`src/rtl/mioc_pkg.sv`:
```
// Shared types and constants for the MEM-stage memory/IO controller.
// Imported by the controller top and its address decoder.
package mioc_pkg;

    typedef enum logic [1:0] {
        MIOC_IDLE = 2'b00,
        MIOC_BUSY = 2'b01,
        MIOC_RESP = 2'b10
    } mioc_state_e;

    localparam logic [31:0] MIOC_WIN_END = 32'h8000_0000;
    localparam int          MIOC_CNT_W   = 16;

endpackage

```
`src/rtl/mioc_region_decode.sv`:
```
// Combinational IO-window decode: window hit, mapped-channel hit
// and channel index for the current MEM-stage address.
module mioc_region_decode
    import mioc_pkg::*;
#(
    parameter int                ADDR_W       = 32,
    parameter int                NUM_IO       = 4,
    parameter logic [ADDR_W-1:0] IO_BASE      = ADDR_W'(32'h7000_0000),
    parameter int                IO_SPAN_LOG2 = 24,
    parameter int                CH_W         = $clog2(NUM_IO)
) (
    input  logic [ADDR_W-1:0] i_addr,
    output logic              o_hit,
    output logic              o_mapped,
    output logic [CH_W-1:0]   o_ch
);

    localparam logic [ADDR_W-1:0] WIN_END = ADDR_W'(MIOC_WIN_END);
    localparam logic [ADDR_W-1:0] MAP_END =
        IO_BASE + (ADDR_W'(NUM_IO) << IO_SPAN_LOG2);

    logic [ADDR_W-1:0] w_off;

    assign w_off    = i_addr - IO_BASE;
    assign o_hit    = (i_addr >= IO_BASE) && (i_addr < WIN_END);
    assign o_mapped = o_hit && (i_addr < MAP_END);
    assign o_ch     = CH_W'(w_off >> IO_SPAN_LOG2);

endmodule

```
`src/rtl/mioc_multi_io.sv`:
```
// MEM-stage memory/IO controller: RAM passes through, IO channels
// use a req/ack handshake with timeout; faults surface as busErr.
module mioc_multi_io
    import mioc_pkg::*;
#(
    parameter int                DATA_W       = 32,
    parameter int                ADDR_W       = 32,
    parameter int                NUM_IO       = 4,
    parameter logic [ADDR_W-1:0] IO_BASE      = ADDR_W'(32'h7000_0000),
    parameter int                IO_SPAN_LOG2 = 24,
    parameter int                TIMEOUT      = 255
) (
    input  logic                     clk,
    input  logic                     rst,
    input  logic                     memCe,
    input  logic                     memWr,
    input  logic [ADDR_W-1:0]        memAddr,
    input  logic [DATA_W-1:0]        wtData,
    output logic [DATA_W-1:0]        rdData,
    output logic                     stall,
    output logic                     busErr,
    output logic                     ramCe,
    output logic                     ramWe,
    output logic [ADDR_W-1:0]        ramAddr,
    output logic [DATA_W-1:0]        ramWtData,
    input  logic [DATA_W-1:0]        ramRdData,
    output logic [NUM_IO-1:0]        ioReq,
    output logic                     ioWe,
    output logic [ADDR_W-1:0]        ioAddr,
    output logic [DATA_W-1:0]        ioWtData,
    input  logic [NUM_IO-1:0]        ioAck,
    input  logic [NUM_IO*DATA_W-1:0] ioRdData
);

    localparam int CH_W = $clog2(NUM_IO);

    mioc_state_e             r_state;
    mioc_state_e             w_next;
    logic [MIOC_CNT_W-1:0]   r_cnt;
    logic [CH_W-1:0]         r_ch;
    logic [ADDR_W-1:0]       r_addr;
    logic                    r_wr;
    logic [DATA_W-1:0]       r_wdata;
    logic [DATA_W-1:0]       r_rdata;
    logic                    r_err;

    logic                    w_hit;
    logic                    w_mapped;
    logic [CH_W-1:0]         w_ch;
    logic                    w_ack;
    logic                    w_tmo;

    mioc_region_decode #(
        .ADDR_W       (ADDR_W),
        .NUM_IO       (NUM_IO),
        .IO_BASE      (IO_BASE),
        .IO_SPAN_LOG2 (IO_SPAN_LOG2),
        .CH_W         (CH_W)
    ) u_decode (
        .i_addr   (memAddr),
        .o_hit    (w_hit),
        .o_mapped (w_mapped),
        .o_ch     (w_ch)
    );

    assign w_ack = ioAck[r_ch];
    assign w_tmo = (r_cnt == MIOC_CNT_W'(TIMEOUT - 1));

    always_ff @(posedge clk or posedge rst) begin
        if (rst) begin
            r_state <= MIOC_IDLE;
            r_cnt   <= '0;
            r_ch    <= '0;
            r_addr  <= '0;
            r_wr    <= 1'b0;
            r_wdata <= '0;
            r_rdata <= '0;
            r_err   <= 1'b0;
        end else begin
            r_state <= w_next;
            unique case (r_state)
                MIOC_IDLE: begin
                    if (memCe && w_hit) begin
                        r_err   <= !w_mapped;
                        r_rdata <= '0;
                        r_cnt   <= '0;
                        if (w_mapped) begin
                            r_ch    <= w_ch;
                            r_addr  <= memAddr;
                            r_wr    <= memWr;
                            r_wdata <= wtData;
                        end
                    end
                end
                MIOC_BUSY: begin
                    r_cnt <= r_cnt + 1'b1;
                    // Ack beats a coincident timeout.
                    if (w_ack) begin
                        r_rdata <= r_wr ? '0 : ioRdData[r_ch*DATA_W +: DATA_W];
                    end else if (w_tmo) begin
                        r_err <= 1'b1;
                    end
                end
                MIOC_RESP: r_err <= 1'b0;
                default: ;
            endcase
        end
    end

    always_comb begin
        w_next    = r_state;
        rdData    = '0;
        stall     = 1'b0;
        busErr    = 1'b0;
        ramCe     = 1'b0;
        ramWe     = 1'b0;
        ramAddr   = '0;
        ramWtData = '0;
        ioReq     = '0;
        ioWe      = 1'b0;
        ioAddr    = '0;
        ioWtData  = '0;
        unique case (r_state)
            MIOC_IDLE: begin
                if (memCe && !w_hit) begin
                    ramCe     = 1'b1;
                    ramWe     = memWr;
                    ramAddr   = memAddr;
                    ramWtData = wtData;
                    rdData    = ramRdData;
                end else if (memCe) begin
                    stall  = 1'b1;
                    w_next = w_mapped ? MIOC_BUSY : MIOC_RESP;
                end
            end
            MIOC_BUSY: begin
                ioReq[r_ch] = 1'b1;
                ioWe        = r_wr;
                ioAddr      = r_addr;
                ioWtData    = r_wdata;
                stall       = 1'b1;
                if (w_ack || w_tmo) w_next = MIOC_RESP;
            end
            MIOC_RESP: begin
                rdData = r_rdata;
                busErr = r_err;
                w_next = MIOC_IDLE;
            end
            default: w_next = MIOC_IDLE;
        endcase
        // Reset is asynchronous, so outputs are squashed combinationally too.
        if (rst) begin
            rdData    = '0;
            stall     = 1'b0;
            busErr    = 1'b0;
            ramCe     = 1'b0;
            ramWe     = 1'b0;
            ramAddr   = '0;
            ramWtData = '0;
            ioReq     = '0;
            ioWe      = 1'b0;
            ioAddr    = '0;
            ioWtData  = '0;
        end
    end

endmodule

```
`config.mk`:
```
export PLATFORM = sky130hd
export DESIGN_NAME = mioc_multi_io
export DESIGN_NICKNAME = d
export VERILOG_FILES = /design/src/rtl/mioc_pkg.sv /design/src/rtl/mioc_region_decode.sv /design/src/rtl/mioc_multi_io.sv
export SDC_FILE = /design/constraint.sdc
export NUM_CORES = 1
export LEC_CHECK = 0
export CORE_AREA = 2 2 156 158
export DETAILED_ROUTE_END_ITERATION = 10
export DIE_AREA = 0 0 158 160
export PLACE_DENSITY = 0.64
export SYNTH_ARGS = -nofsm -noshare
export SYNTH_HDL_FRONTEND = slang
export SYNTH_HIERARCHICAL = 1
export SYNTH_SLANG_ARGS = --single-unit
export TNS_END_PERCENT = 1
```
`constraint.sdc`:
```
create_clock -name clk -period 5.9 [get_ports clk]
set_input_delay 0.59 -clock clk [delete_from_list [all_inputs] [get_ports clk]]
set_output_delay 0.59 -clock clk [all_outputs]
set_load 0.01 [all_outputs]
```
==> out/qor.yml, run 1 <==
fp-utilization_pct: 31.0
finalSetupTns_ns: 0
cts_buffers: 17
cts_root_buf: "clkbuf_16"
cp_max_fo: 51
top_area_share_pct: 40.0
comb_share_pct: 33.6
drtIter0Drc: 324
fmax_mhz: 240
setup_viol: 0
crit_path_end_kind: "primary output"
async_flop_share_pct: 100
max_stage_delay_ns: 0.95
clock_area_share_pct: 5.16
path_buffers: 3
tritoncts: "built"
criticalPathCategory: "input pin to primary output"
pwr-share-seq_pct: 32.5
h-tree-depth: 4
start_kind: "input pin"
routabilityCongestion: 0.818
synth.distinct_cells: 45
topCellsByArea: "dfrtp_1 40%, mux4_2 9.8%, mux2_2 7.3%"
via_per_inst: 4.87
p_clk_share_pct: 43.2
die_width_um: 158
gr-usage-all-layers_pct: 20.2
syn_inst: 655
clock_latency_ns: 0.42
ys_cells: 655
aoi_share_pct: 6.11
maxCapViolations: 0
synth-edff-count: 0
cp_cell_sequence: "clkdlybuf4s50_1, and4b_1, and3b_2, buf_4, and3_1, clkdlybuf4s50_1"
slew_viol_final: 0
antennaDiodeCount: 1
rsz0062_at_grt: "no"
p_int_mw: 1.87
combGateArea_um2: 4110
critPathSlowestCell: "and3b_2"
leakagePower_nw: 5.27
cp_common_cell: "clkdlybuf4s50_1"
required_ns: 5.31
switching_power_mw: 0.715
logic_family: "multiplexers"
dieArea_um2: 25300
ys.flops: 118
cts.clk_slew.worst_paths_ns: 0.06
total_power_mw: 2.59
fin_crit_sh_pct: 70.6
adder_share_pct: 1.02
drive_gt1_share_pct: 15.7
final_antenna_net_count: 0
synth_top_cell_by_area: "dfrtp_1"
p_sw_share_pct: 27.6
ctsHoldBuffers: 0
hp-start: "r_wdata[5]$_DFFE_PP0P_"
overflow: 0
drc: 0
max-vdd-ir-drop_v: 0.000233
first_pass_iters: 6
wire_per_inst_um: 19.1
die_h_um: 160
rows: 57
openroad.warnings: 30
portBuffers: 400
r2r_start: "r_state[1]$_DFFE_PP0P_"
comb_cells: 471
p_comb_share_pct: 24.3
post_cts_buffers: 0
regArea_um2: 2960
power.density_nw_per_um2: 212
min_period_ns: 4.16
yosysChipArea_um2: 7370
num-nets-final: 1260
mux_share_pct: 26.9
ys_sh_simple_pct: 20.7
hold_violations: 0
grt_pass1_wl_mm: 39.2
finClkSkew_ns: 0.00857
num_vias: 6626
n_clock_buffer: 18
clockBufferDepth: 2
ys_seq_share_pct: 40.0
antenna_found_initial: 0
boundaryPins: 401
cts_resized: 0
dp_hpwl_mm: 19.0
hold_class: "flip-flop to flip-flop"
fp_nets: 893
yosys_warnings: 6
status: "finished clean"
layout.nonclk_buf_share_pct: 33.4
yosys_most_used_dff: "dfrtp_1"
slew_headroom_pct: 27.4
critPathArrivalTime_ns: 3.57
grt_pass1_vias: 6811
ys_sh_xor_pct: 0.713
synth_area_um2: 7370
[run 1: state kept, by name, indices dropped and copies added (netlist names)]
name     flops
r_cnt       16
r_err        1
r_addr      32
r_wr         1
r_wdata     32
r_state      2
r_rdata     32
r_ch         2
[run 1: cell usage in the layout, fill, tap and decap left out, types with 3 or more instances in the layout]
cell / count
clkdlybuf4s50_1: 400
dfrtp_1: 116
and3_1: 70
and2_1: 66
mux2_2: 48
nor2_1: 44
nor2b_1: 34
mux4_2: 32
a22oi_1: 32
mux2_4: 31
mux2_1: 22
clkbuf_16: 17
o21ai_0: 12
a21oi_1: 11
nand2_1: 10
or3_1: 8
buf_4: 8
ha_1: 6
clkinv_4: 6
xor2_1: 5
and4_1: 4
nand3_1: 4
inv_1: 4
o2111ai_1: 4
bufinv_16: 4
nand2b_1: 3
[run 1: metal layers]
metal / up-vias / track usage, % / share of wire, % / routed length, um
met2: 223 / 35.2 / 51 / 13100
met3: 38 / 3.88 / 6.1 / 1580
met5: - / 0 / 0 / 0
met1: 3266 / 24.7 / 41 / 10600
li1: 3099 / - / - / -
met4: 0 / 7.53 / 2.6 / 669
[run 1: per-stage QoR]
step / utilization (%) / cell area, um2 / setup slack (ns) / hold WS (ns) / std cells
after floorplan: - / 7370 / 0.440 / 0.456 / 655
after global placement: 48.6 / 11600 / 1.80 / 0.465 / 1327
after detailed placement: 48.6 / 11600 / 1.72 / 0.473 / 1327
after CTS: 51.2 / 12200 / 1.74 / 0.486 / 1359
after global routing: 51.2 / 12200 / 1.51 / 0.500 / 1359
final: 51.3 / 12200 / 1.74 / 0.479 / 1360
[run 1: cell usage after synthesis (5+ instances only)]
library cell,number
clkbuf_1,39
o21ai_0,12
nor2b_1,35
xor2_1,5
and3_1,70
buf_2,10
buf_6,8
nor2_1,44
a21oi_1,11
mux2_2,48
mux2_4,31
and2_1,66
ha_1,6
dfrtp_1,118
inv_1,5
mux4_2,32
a22oi_1,32
or3_1,8
nand2_1,10
mux2_1,22
[run 1: cell families after synthesis]
family / Yosys count
AND-OR/OR-AND: 66
buffers and inverters: 66
flip-flops: 118
XOR/XNOR: 6
multiplexers: 134
AND/OR/NAND/NOR: 259
adder cells (fa/ha/maj): 6
[run 1: power groups by stage]
stage / clock, mW / combinational (mW) / sequential, mW
2_1_floorplan: 0 / 0.277 / 0.849
3_3_place_gp: 0 / 0.626 / 0.856
3_5_place_dp: 0 / 0.634 / 0.856
4_1_cts: 1.14 / 0.636 / 0.841
5_1_grt: 1.18 / 0.681 / 0.844
6_report: 1.12 / 0.629 / 0.842
[run 1: final timing paths]
path                                                end  slack, ns  depth (start not counted)
max in group asynchronous       r_rdata[10]$_DFFE_PP0P_       4.22                          3
worst max register to register  r_rdata[10]$_DFFE_PP0P_       2.86                          7
worst max-delay path                      ramWtData[11]       1.74                          6
worst min register to register   r_wdata[5]$_DFFE_PP0P_       0.48                          1
worst min-delay path             r_wdata[5]$_DFFE_PP0P_       0.48                          1
min in group asynchronous          r_cnt[4]$_DFFE_PP0P_       0.77                          2
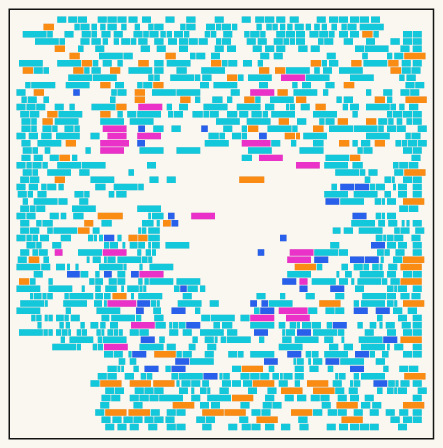
Run 1: cells by drive strength
Key: blue = _3 and _4 cells [cells 50, share 4.8%]; magenta = _6 and larger [cells 24, share 2.3%]; cyan = _0 and _1 cells [cells 872, share 84%]; orange = _2 cells [cells 89, share 8.6%]
Final Instance Area: 12200 um2
Non-Clock Buffer Count: 409
Area growth, synth to finish: 65.6%
post-route setup slack: 1.74 ns

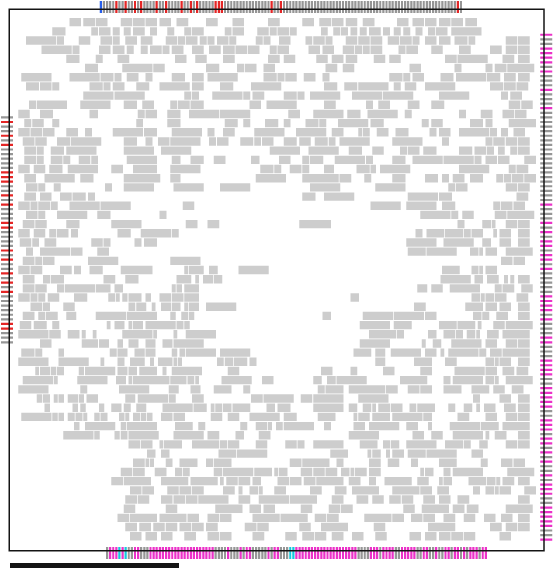
Run 1: pin map
Bar = 50 um. Pins as bars across the die edge, other pins in grey.
Key: cyan = `ioAck` [pins 4, direction input, edge bottom]; blue = `clk` [pins 1, direction input, edge top]; magenta = `ioRdData` [pins 128, direction input, edge 79 bottom, 49 right]; red = `memAddr` [pins 32, direction input, edge 17 left, 15 top]
All pins by edge: 123 bottom, 117 top, 111 right, 50 left.

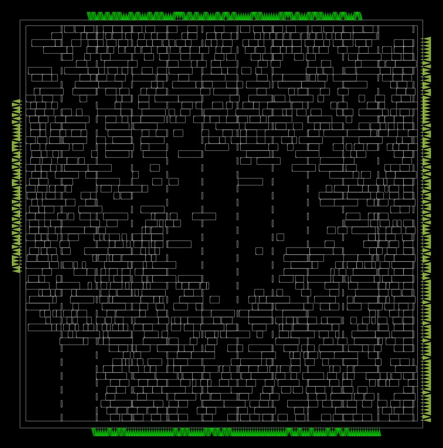
Run 1: cell placement
n_taps: 324
sequential cell area share: 24.2%
core area: 23800 um2
FF+latch count: 118
fillers: 2171

Run 1, zoomed window:
Region (108, 110) to (128, 130) um. Cells in grey, sequential cells in the stronger grey; small squares are vias.
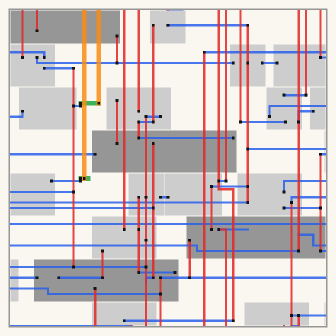

==> run 2, diff against run 1 <==
Settings changed: CORE_AREA 2 2 156 158 to 2 2 155 157, DIE_AREA 0 0 158 160 to 0 0 157 159, PLACE_DENSITY 0.64 to 0.67.
Clock period 5.9 ns to 3.4 ns, I/O delays scaled along.
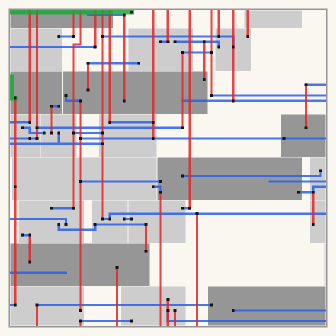
Run 2: zoomed window
Region (108, 109) to (128, 129) um. Cells in grey, sequential cells in the stronger grey; small squares are vias.
Key: green = metal 3; red = metal 2; blue = metal 1
Netlist names of flops here include `r_wdata` (3), `r_addr` (1). Sequential cells in the window: 4. Most frequent: dfrtp_1 (4), and2_1 (3), clkdlybuf4s50_1 (3). 15 logic cells have their middle in the window.

==> out/qor.yml, run 2 <==
status: "finished clean"
r2r_slack_ns: 0.79  # -2.07 ns
tritoncts: "built"
crit_path_end_kind: "primary output"
openroad.warnings: 30  # unchanged
clock_latency_ns: 0.41  # about the same
num_vias: 6641  # +0.23%
synth.distinct_cells: 45  # unchanged
placed_cell_area_um2: 11700  # +1.2%
post_cts_buffers: 0  # unchanged
common_cells: "118 x dfrtp_1, 70 x and3_1, 66 x and2_1"
drive_gt1_share_pct: 16.5  # +0.73 points
yosysChipArea_um2: 7370  # unchanged
ctsHoldBuffers: 0  # unchanged
finalSetupTns_ns: 0  # unchanged
path_buffers: 3  # unchanged
required_ns: 3.06  # -2.25 ns
cts_resized: 0  # unchanged
via_per_inst: 4.87  # about the same
synth_top_cell_by_area: "dfrtp_1"
hold_violations: 0  # unchanged
drtIter0Drc: 329  # +1.5%
die_h_um: 159  # -0.63%
total_power_mw: 4.49  # +73%
cts_buffers: 17  # unchanged
async_flop_share_pct: 100  # unchanged
cts_root_buf: "clkbuf_16"
grt_pass1_vias: 6522  # -4.2%
adder_share_pct: 1.02  # unchanged
fin_crit_sh_pct: 90.0
h-tree-depth: 4  # unchanged
portBuffers: 400  # unchanged
hold_class: "input pin to async pin"
dieArea_um2: 25000  # -1.3%
lay_top_count: "clkdlybuf4s50_1"
max_stage_delay_ns: 0.60  # -0.35 ns
power.density_nw_per_um2: 363  # +71%
cts.clk_slew.worst_paths_ns: 0.06  # about the same
antenna_found_initial: 1  # +1
logic_family: "multiplexers"
lay_top_cells: "400 x clkdlybuf4s50_1, 117 x dfrtp_1, 70 x and3_1, 66 x and2_1, 48 x mux2_2"
topCellsByArea: "dfrtp_1 40%, mux4_2 9.8%, mux2_2 7.3%"
critPathArrivalTime_ns: 2.72  # -0.85 ns
dp_hpwl_mm: 19.7  # +3.3%
num-nets-final: 1269  # +0.71%
rsz0062_at_grt: "no"
fp_nets: 893  # unchanged
instances_no_fill: 1364  # +0.29%
grt_pass1_wl_mm: 39.2  # about the same
ys_cells: 655  # unchanged
regArea_um2: 2950  # about the same
top_area_share_pct: 40.0  # unchanged
design_area_um2: 12400  # +1.2%
min_period_ns: 3.06
leakagePower_nw: 5.34  # +1.3%
setup_viol: 0  # unchanged
finClkSkew_ns: 0.00664  # -0.00193 ns
ys.flops: 118  # unchanged
die_width_um: 157  # -0.63%
mux_share_pct: 26.9  # unchanged
slew_headroom_pct: 57.2  # +30 points
fill_cells: 2113  # -2.7%
max-vdd-ir-drop_v: 0.000324  # +39%
fmax_mhz: 327
coreArea_um2: 23200  # -2.6%
## run 2: layout make-up
| class | count | share of cell area (%) |
|---|---|---|
| clock inverters | 14 | 1.61 |
| clock buffers | 18 | 3.56 |
| flip-flops and latches | 118 | 23.9 |
| repair buffers | 418 | 34.2 |
| diodes | 1 | 0.0203 |
| multi-input cells | 471 | 33.3 |
| well taps | 319 | 3.23 |
| inverters | 5 | 0.192 |
## run 2: per-layer routing
metal / GRT usage [%] / vias to the layer above / routed length, um
li1: - / 3119 / -
met1: 25.5 / 3262 / 10700
met2: 36.1 / 240 / 13400
met3: 5.06 / 20 / 1650
met4: 4.13 / 0 / 287
met5: 0 / - / 0
## run 2: path summary, 6_finish.rpt
check / end / cells after the start / start
max in group asynchronous: r_ch[0]$_DFFE_PP0P_ / 4 / rst
worst min-delay path: r_cnt[5]$_DFFE_PP0P_ / 2 / rst
worst min register to register: r_wdata[2]$_DFFE_PP0P_ / 1 / r_wdata[2]$_DFFE_PP0P_
min in group clk: r_wdata[2]$_DFFE_PP0P_ / 1 / r_wdata[2]$_DFFE_PP0P_
worst max register to register: r_rdata[4]$_DFFE_PP0P_ / 7 / r_state[1]$_DFFE_PP0P_
worst max-delay path: ioReq[0] / 6 / r_state[1]$_DFFE_PP0P_
## run 2: stage by stage
step / util, % / setup slack [ns] / hold WS, ns
finish: 53.3 / 0.338 / 0.386
global route: 53.3 / 0.115 / 0.380
CTS: 53.2 / 0.330 / 0.380
detailed placement: 50.5 / 0.394 / 0.473
global placement: 50.5 / 0.474 / 0.465
floorplan: - / 0.478 / 0.456
## run 2: kinds of logic (layout without fill, tap and decap cells)
| family | Yosys count | count (layout) |
|---|---|---|
| and+or+nand+nor | 259 | 259 |
| muxes | 134 | 134 |
| DFF | 118 | 118 |
| AOI/OAI and AO/OA | 66 | 66 |
| buffers and inverters | 66 | 455 |
| adders and majority gates | 6 | 6 |
| xor gates and xnor gates | 6 | 6 |
| other | 0 | 1 |
## run 2: power breakdown
group,total (mW),switching [mW],internal (mW)
Clock,1.92,0.673,1.25
Combinational,1.11,0.503,0.604
Sequential,1.46,0.0233,1.43
Power is estimated from default activity; no workload was simulated.
